--- config.mk ---
export PLATFORM = sky130hd
export DESIGN_NAME = cpu_seq_flat
export DESIGN_NICKNAME = d
export VERILOG_FILES = /design/src/rtl/cpu_seq_if.sv /design/src/rtl/cpu_seq.sv /design/src/flat_wrapper.sv
export SDC_FILE = /design/constraint.sdc
export NUM_CORES = 1
export LEC_CHECK = 0
export ABC_AREA = 1
export ABC_CLOCK_PERIOD_IN_PS = 2750
export CAP_MARGIN = 30
export CELL_PAD_IN_SITES_DETAIL_PLACEMENT = 1
export CELL_PAD_IN_SITES_GLOBAL_PLACEMENT = 1
export CORE_ASPECT_RATIO = 1.75
export CORE_MARGIN = 4
export CORE_UTILIZATION = 35
export DETAILED_ROUTE_END_ITERATION = 10
export PLACE_DENSITY = 0.89
export SYNTH_ARGS = -nofsm -noshare
export SYNTH_HDL_FRONTEND = slang
export SYNTH_SLANG_ARGS = --single-unit
--- constraint.sdc ---
create_clock -name CLK100MHZ -period 2.75 [get_ports CLK100MHZ]
set_input_delay 0.55 -clock CLK100MHZ [delete_from_list [all_inputs] [get_ports CLK100MHZ]]
set_output_delay 0.55 -clock CLK100MHZ [all_outputs]
set_load 0.01 [all_outputs]
--- src/rtl/cpu_seq_if.sv ---
// Memory request bus between the instruction sequencer and its memory.
// The sequencer is the master; memory answers with mem_ready.
interface cpu_seq_if;
    logic mem_req;
    logic mem_we;
    logic ifetch;
    logic mem_ready;

    modport master (
        output mem_req,
        output mem_we,
        output ifetch,
        input  mem_ready
    );

    modport slave (
        input  mem_req,
        input  mem_we,
        input  ifetch,
        output mem_ready
    );
endinterface

--- src/rtl/cpu_seq.sv ---
// Multi-cycle instruction sequencer: FETCH/DECODE/EXEC/MEM/WB with
// run/step control, pc and instret ownership, and sticky fault halt.
module cpu_seq #(
    parameter logic [31:0] RESET_PC    = 32'h0000_0000,
    parameter logic [7:0]  MEM_TIMEOUT = 8'd255
) (
    input  logic        CLK100MHZ,
    input  logic        rst,
    input  logic        run,
    input  logic        step,
    input  logic        is_load,
    input  logic        is_store,
    input  logic        rd_en,
    input  logic        taken_branch,
    input  logic        illegal,
    input  logic        ebreak,
    input  logic [31:0] target,
    cpu_seq_if.master   mem,
    output logic [2:0]  state,
    output logic [31:0] pc,
    output logic        ir_we,
    output logic        rf_we,
    output logic        halted,
    output logic [1:0]  fault_cause,
    output logic [31:0] instret
);

    typedef enum logic [2:0] {
        S_IDLE   = 3'd0,
        S_FETCH  = 3'd1,
        S_DECODE = 3'd2,
        S_EXEC   = 3'd3,
        S_MEM    = 3'd4,
        S_WB     = 3'd5,
        S_HALT   = 3'd6
    } state_e;

    state_e      state_q, state_d;
    logic [31:0] pc_q, pc_d;
    logic [31:0] instret_q, instret_d;
    logic [1:0]  fault_q, fault_d;
    logic        step_mode_q, step_mode_d;
    logic [7:0]  wait_q, wait_d;

    logic mem_req_c, mem_we_c, ifetch_c;
    logic wait_exp, misalign;

    // Timeout fires on the cycle that would bring the count to MEM_TIMEOUT.
    assign wait_exp = ({1'b0, wait_q} + 9'd1) >= {1'b0, MEM_TIMEOUT};
    assign misalign = taken_branch & (target[1:0] != 2'b00);

    always_ff @(posedge CLK100MHZ or posedge rst) begin
        if (rst) begin
            state_q     <= S_IDLE;
            pc_q        <= RESET_PC;
            instret_q   <= 32'd0;
            fault_q     <= 2'd0;
            step_mode_q <= 1'b0;
            wait_q      <= 8'd0;
        end else begin
            state_q     <= state_d;
            pc_q        <= pc_d;
            instret_q   <= instret_d;
            fault_q     <= fault_d;
            step_mode_q <= step_mode_d;
            wait_q      <= wait_d;
        end
    end

    always_comb begin
        state_d     = state_q;
        pc_d        = pc_q;
        instret_d   = instret_q;
        fault_d     = fault_q;
        step_mode_d = step_mode_q;
        wait_d      = wait_q;
        mem_req_c   = 1'b0;
        mem_we_c    = 1'b0;
        ifetch_c    = 1'b0;
        ir_we       = 1'b0;
        rf_we       = 1'b0;

        case (state_q)
            S_IDLE: begin
                if (run || step) begin
                    state_d = S_FETCH;
                    wait_d  = 8'd0;
                end
                if (step) step_mode_d = 1'b1;
            end
            S_FETCH: begin
                mem_req_c = 1'b1;
                ifetch_c  = 1'b1;
                if (mem.mem_ready) begin
                    ir_we   = 1'b1;
                    state_d = S_DECODE;
                end else if (wait_exp) begin
                    state_d = S_HALT;
                    fault_d = 2'd2;
                end else begin
                    wait_d = wait_q + 8'd1;
                end
            end
            S_DECODE: state_d = S_EXEC;
            S_EXEC: begin
                if (illegal || ebreak) begin
                    state_d = S_HALT;
                    fault_d = 2'd1;
                end else if (is_load || is_store) begin
                    state_d = S_MEM;
                    wait_d  = 8'd0;
                end else begin
                    state_d = S_WB;
                end
            end
            S_MEM: begin
                mem_req_c = 1'b1;
                mem_we_c  = is_store;
                if (mem.mem_ready) begin
                    state_d = S_WB;
                end else if (wait_exp) begin
                    state_d = S_HALT;
                    fault_d = 2'd2;
                end else begin
                    wait_d = wait_q + 8'd1;
                end
            end
            S_WB: begin
                if (misalign) begin
                    state_d = S_HALT;
                    fault_d = 2'd3;
                end else begin
                    rf_we     = rd_en & ~is_store;
                    pc_d      = taken_branch ? target : pc_q + 32'd4;
                    instret_d = instret_q + 32'd1;
                    if (run && !step_mode_q) begin
                        state_d = S_FETCH;
                        wait_d  = 8'd0;
                    end else begin
                        state_d     = S_IDLE;
                        step_mode_d = 1'b0;
                    end
                end
            end
            S_HALT:  state_d = S_HALT;
            default: state_d = S_HALT;
        endcase
    end

    assign mem.mem_req  = mem_req_c;
    assign mem.mem_we   = mem_we_c;
    assign mem.ifetch   = ifetch_c;
    assign state        = state_q;
    assign pc           = pc_q;
    assign instret      = instret_q;
    assign fault_cause  = fault_q;
    assign halted       = (state_q == S_HALT);

endmodule

--- src/flat_wrapper.sv ---
// flat-port wrapper written by rule: the top's interface ports become plain ports
module cpu_seq_flat 
#(
    parameter logic [31:0] RESET_PC    = 32'h0000_0000,
    parameter logic [7:0]  MEM_TIMEOUT = 8'd255
)
  (CLK100MHZ, rst, run, step, is_load, is_store, rd_en, taken_branch, illegal, ebreak, target, state, pc, ir_we, rf_we, halted, fault_cause, instret, mem_mem_req, mem_mem_we, mem_ifetch, mem_mem_ready);
  cpu_seq_if mem_i ();
  input  logic CLK100MHZ;
  input  logic rst;
  input  logic run;
  input  logic step;
  input  logic is_load;
  input  logic is_store;
  input  logic rd_en;
  input  logic taken_branch;
  input  logic illegal;
  input  logic ebreak;
  input  logic [31:0] target;
  output logic [2:0] state;
  output logic [31:0] pc;
  output logic ir_we;
  output logic rf_we;
  output logic halted;
  output logic [1:0] fault_cause;
  output logic [31:0] instret;
  output wire logic [$bits(mem_i.mem_req)-1:0] mem_mem_req;
  output wire logic [$bits(mem_i.mem_we)-1:0] mem_mem_we;
  output wire logic [$bits(mem_i.ifetch)-1:0] mem_ifetch;
  input wire logic [$bits(mem_i.mem_ready)-1:0] mem_mem_ready;
  assign mem_mem_req = mem_i.mem_req;
  assign mem_mem_we = mem_i.mem_we;
  assign mem_ifetch = mem_i.ifetch;
  assign mem_i.mem_ready = mem_mem_ready;
  cpu_seq #(.RESET_PC(RESET_PC), .MEM_TIMEOUT(MEM_TIMEOUT)) u_core (.CLK100MHZ(CLK100MHZ), .rst(rst), .run(run), .step(step), .is_load(is_load), .is_store(is_store), .rd_en(rd_en), .taken_branch(taken_branch), .illegal(illegal), .ebreak(ebreak), .target(target), .mem(mem_i), .state(state), .pc(pc), .ir_we(ir_we), .rf_we(rf_we), .halted(halted), .fault_cause(fault_cause), .instret(instret));
endmodule
pdn.png
The bar under the picture is 20 um long. Pins as bars on the die edge. Tap cells in grey.
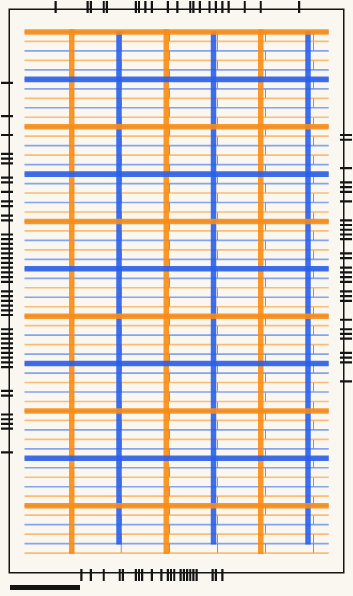
- blue: VDD
- orange: VSS
- signal pins: 118
- rows: 55
- tap cells: 171
- met1 rails: 56
VDD IR max: 0.000451 V
Die H: 161 um
Die X: 95.6 um

final_congestion.png
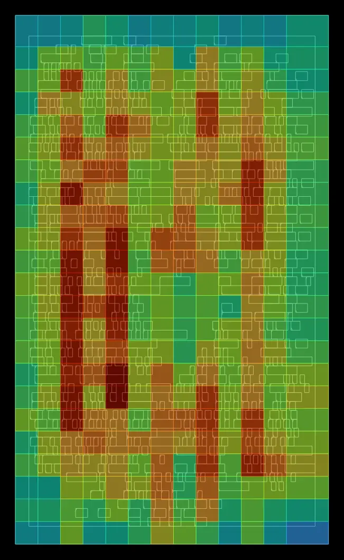
M3 GR Usage: 4.24%
GR Util met2: 42.8%
Total Routing Usage GR: 22.4%
Core Util, Final: 49.6%
gr busiest metal: met2

zoom.png
Window x 59 to 84, y 28 to 53 um. Cells in grey, sequential cells in the stronger grey; small squares are vias.
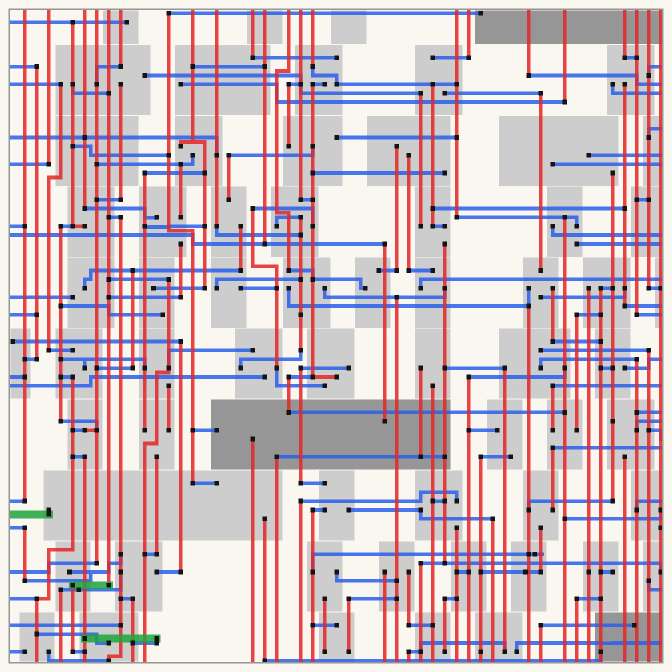
- green: met3
- red: met2
- blue: met1
- most frequent: nand2_1 (16), nand3_1 (10), nor2_1 (6)
- sequential cells in the window: 1
- netlist names of flops here include: `u_core.wait_q` (1)
- cells with their middle in the window: 54

==> Slide: Implementation Results <==
Key Metrics from the Run

Status
  • Run status: finished clean

Power and ir drop
  • Power per cell area: 876 nW/um2
  • Sw Ratio: 39.5%
  • P_comb: 2.27 mW
  • Top power group: combinational logic
  • Pleak: approximately 3 nW
  • Int Power: around 3.4 mW
  • Power Clock: 1.44 mW
  • Total chip power: roughly 5.7 mW
  • Sequential power: 1.96 mW
  • Net switching power: 2.24 mW

Worst hold path
  • Worst Hold Launch: u_core.instret[31]
  • Min-Delay Endpoint: u_core.instret[31]
  • Worst Hold Class: flop to flop
  • Hold depth: 1

Layout
  • Fillcell total: 1630
  • Nets@finish: approximately 820
  • Non-clk buf share: 19.7%
  • Flop share of the area: 30.1%
  • Area of all placed cells without fillers: 6480 um2
  • Non-clk invs: 79
  • Combinational Gates: 471
  • Area Overhead vs Synth: 37.7%
  • Top class by area: combinational gates
  • Final clock-cell share: 5.45%
  • Flop Count: about 78
  • Layout cells sized above 1: 6.73%
  • Flop area: 1950 um2
  • Final Non-Filler Cells: 944

Flow run
  • Number of max-cap violations: 0
  • Tool warning count: 27

Floorplanning
  • Well Taps: 171
  • Fp_density: 36.0%
  • Num ports: 118
  • Row Count: 55
  • Core Area: 13100 um2

Logic synthesis
  • Synth area leader: dfrtp_1
  • Compound Share, Synth: between 10 and 15%
  • Count leader, synth: nand2_1
  • Yosys chip area: 4700 um2
  • Mapped Avg Cell Area: 7.33 um2
  • Seq cells post-synth: between 70 and 80
  • Synth async-reset ratio: 100%
  • Yosys simple share: 32.5%
  • Adder Share, Synth: approximately 1.1%
  • Synthesized area: 4700 um2
  • Max-area cell share: 41.5%
  • Top FF cell, synth: dfrtp_1
  • Yosys warns: 0
  • Number of flops mapped to enable cells by yosys: 0

STA
  • Relative slew slack: 56.6%
  • RSZ-0062 raised after global routing: no
  • Setup TNS Final: 0 ps
  • Least-Margin Pin Slew: between 600 and 700 ps
  • Final setup fails: 0
  • Fin crit period: 2640 ps
  • Fin. max-slew vios: 0

Routing
  • WL/cell: between 15 and 20 um
  • Uppermost layer routed: met4
  • Vias per cell: 5.16
  • DR vias: just under 5000
  • Drt total wl: 16.4 mm
  • WL met3: 729 um

Worst setup path
  • Cell chain of the critical path: clkdlybuf4s50_1, nor2_1, nor2_2, nor2_8, inv_2, nor2_1, clkdlybuf4s50_1
  • Worst Path Arrival: ~2100 ps
  • CP max stage cell: clkdlybuf4s50_1
  • Startpoint type of the worst setup path: input pin
  • CP Buf/Inv Count: 3
  • Required @ worst endpoint: 2200 ps
  • CP top delay family: buffers and inverters
  • Worst reg2reg startpoint: u_core.pc[3]
  • Reg2reg end: u_core.pc[24]
  • Critical Path End Type: output port
  • Critical path destination: rf_we

Placed design
  • Cells after DPL: between 900 and 1000
  • I/O Buffers: 117
  • Gp weighted congestion: 0.917
  • Area after DPL: between 6000 and 7000 um2
  • Final HPWL DP: 12.8 mm

GRT
  • Global route overflow: 0
  • Largest net degree at the start of global routing: 49
  • Number of antenna violations at the first check in global routing: 0
  • Vias in the first global route: 5467
  • Met1 GRT Util: a little under a quarter

CTS
  • Clk latency late pin: 350 ps
  • Clk sink count: 78
  • Root Driver: clkbuf_16
  • CTS max path bufs: 2
  • TritonCTS clock tree: built
  • Num CTS Buffers: 9
  • H-tree Lvls: 3
  • Post-CTS Hold Fix Bufs: 0
Power and IR drop assume default switching activity.
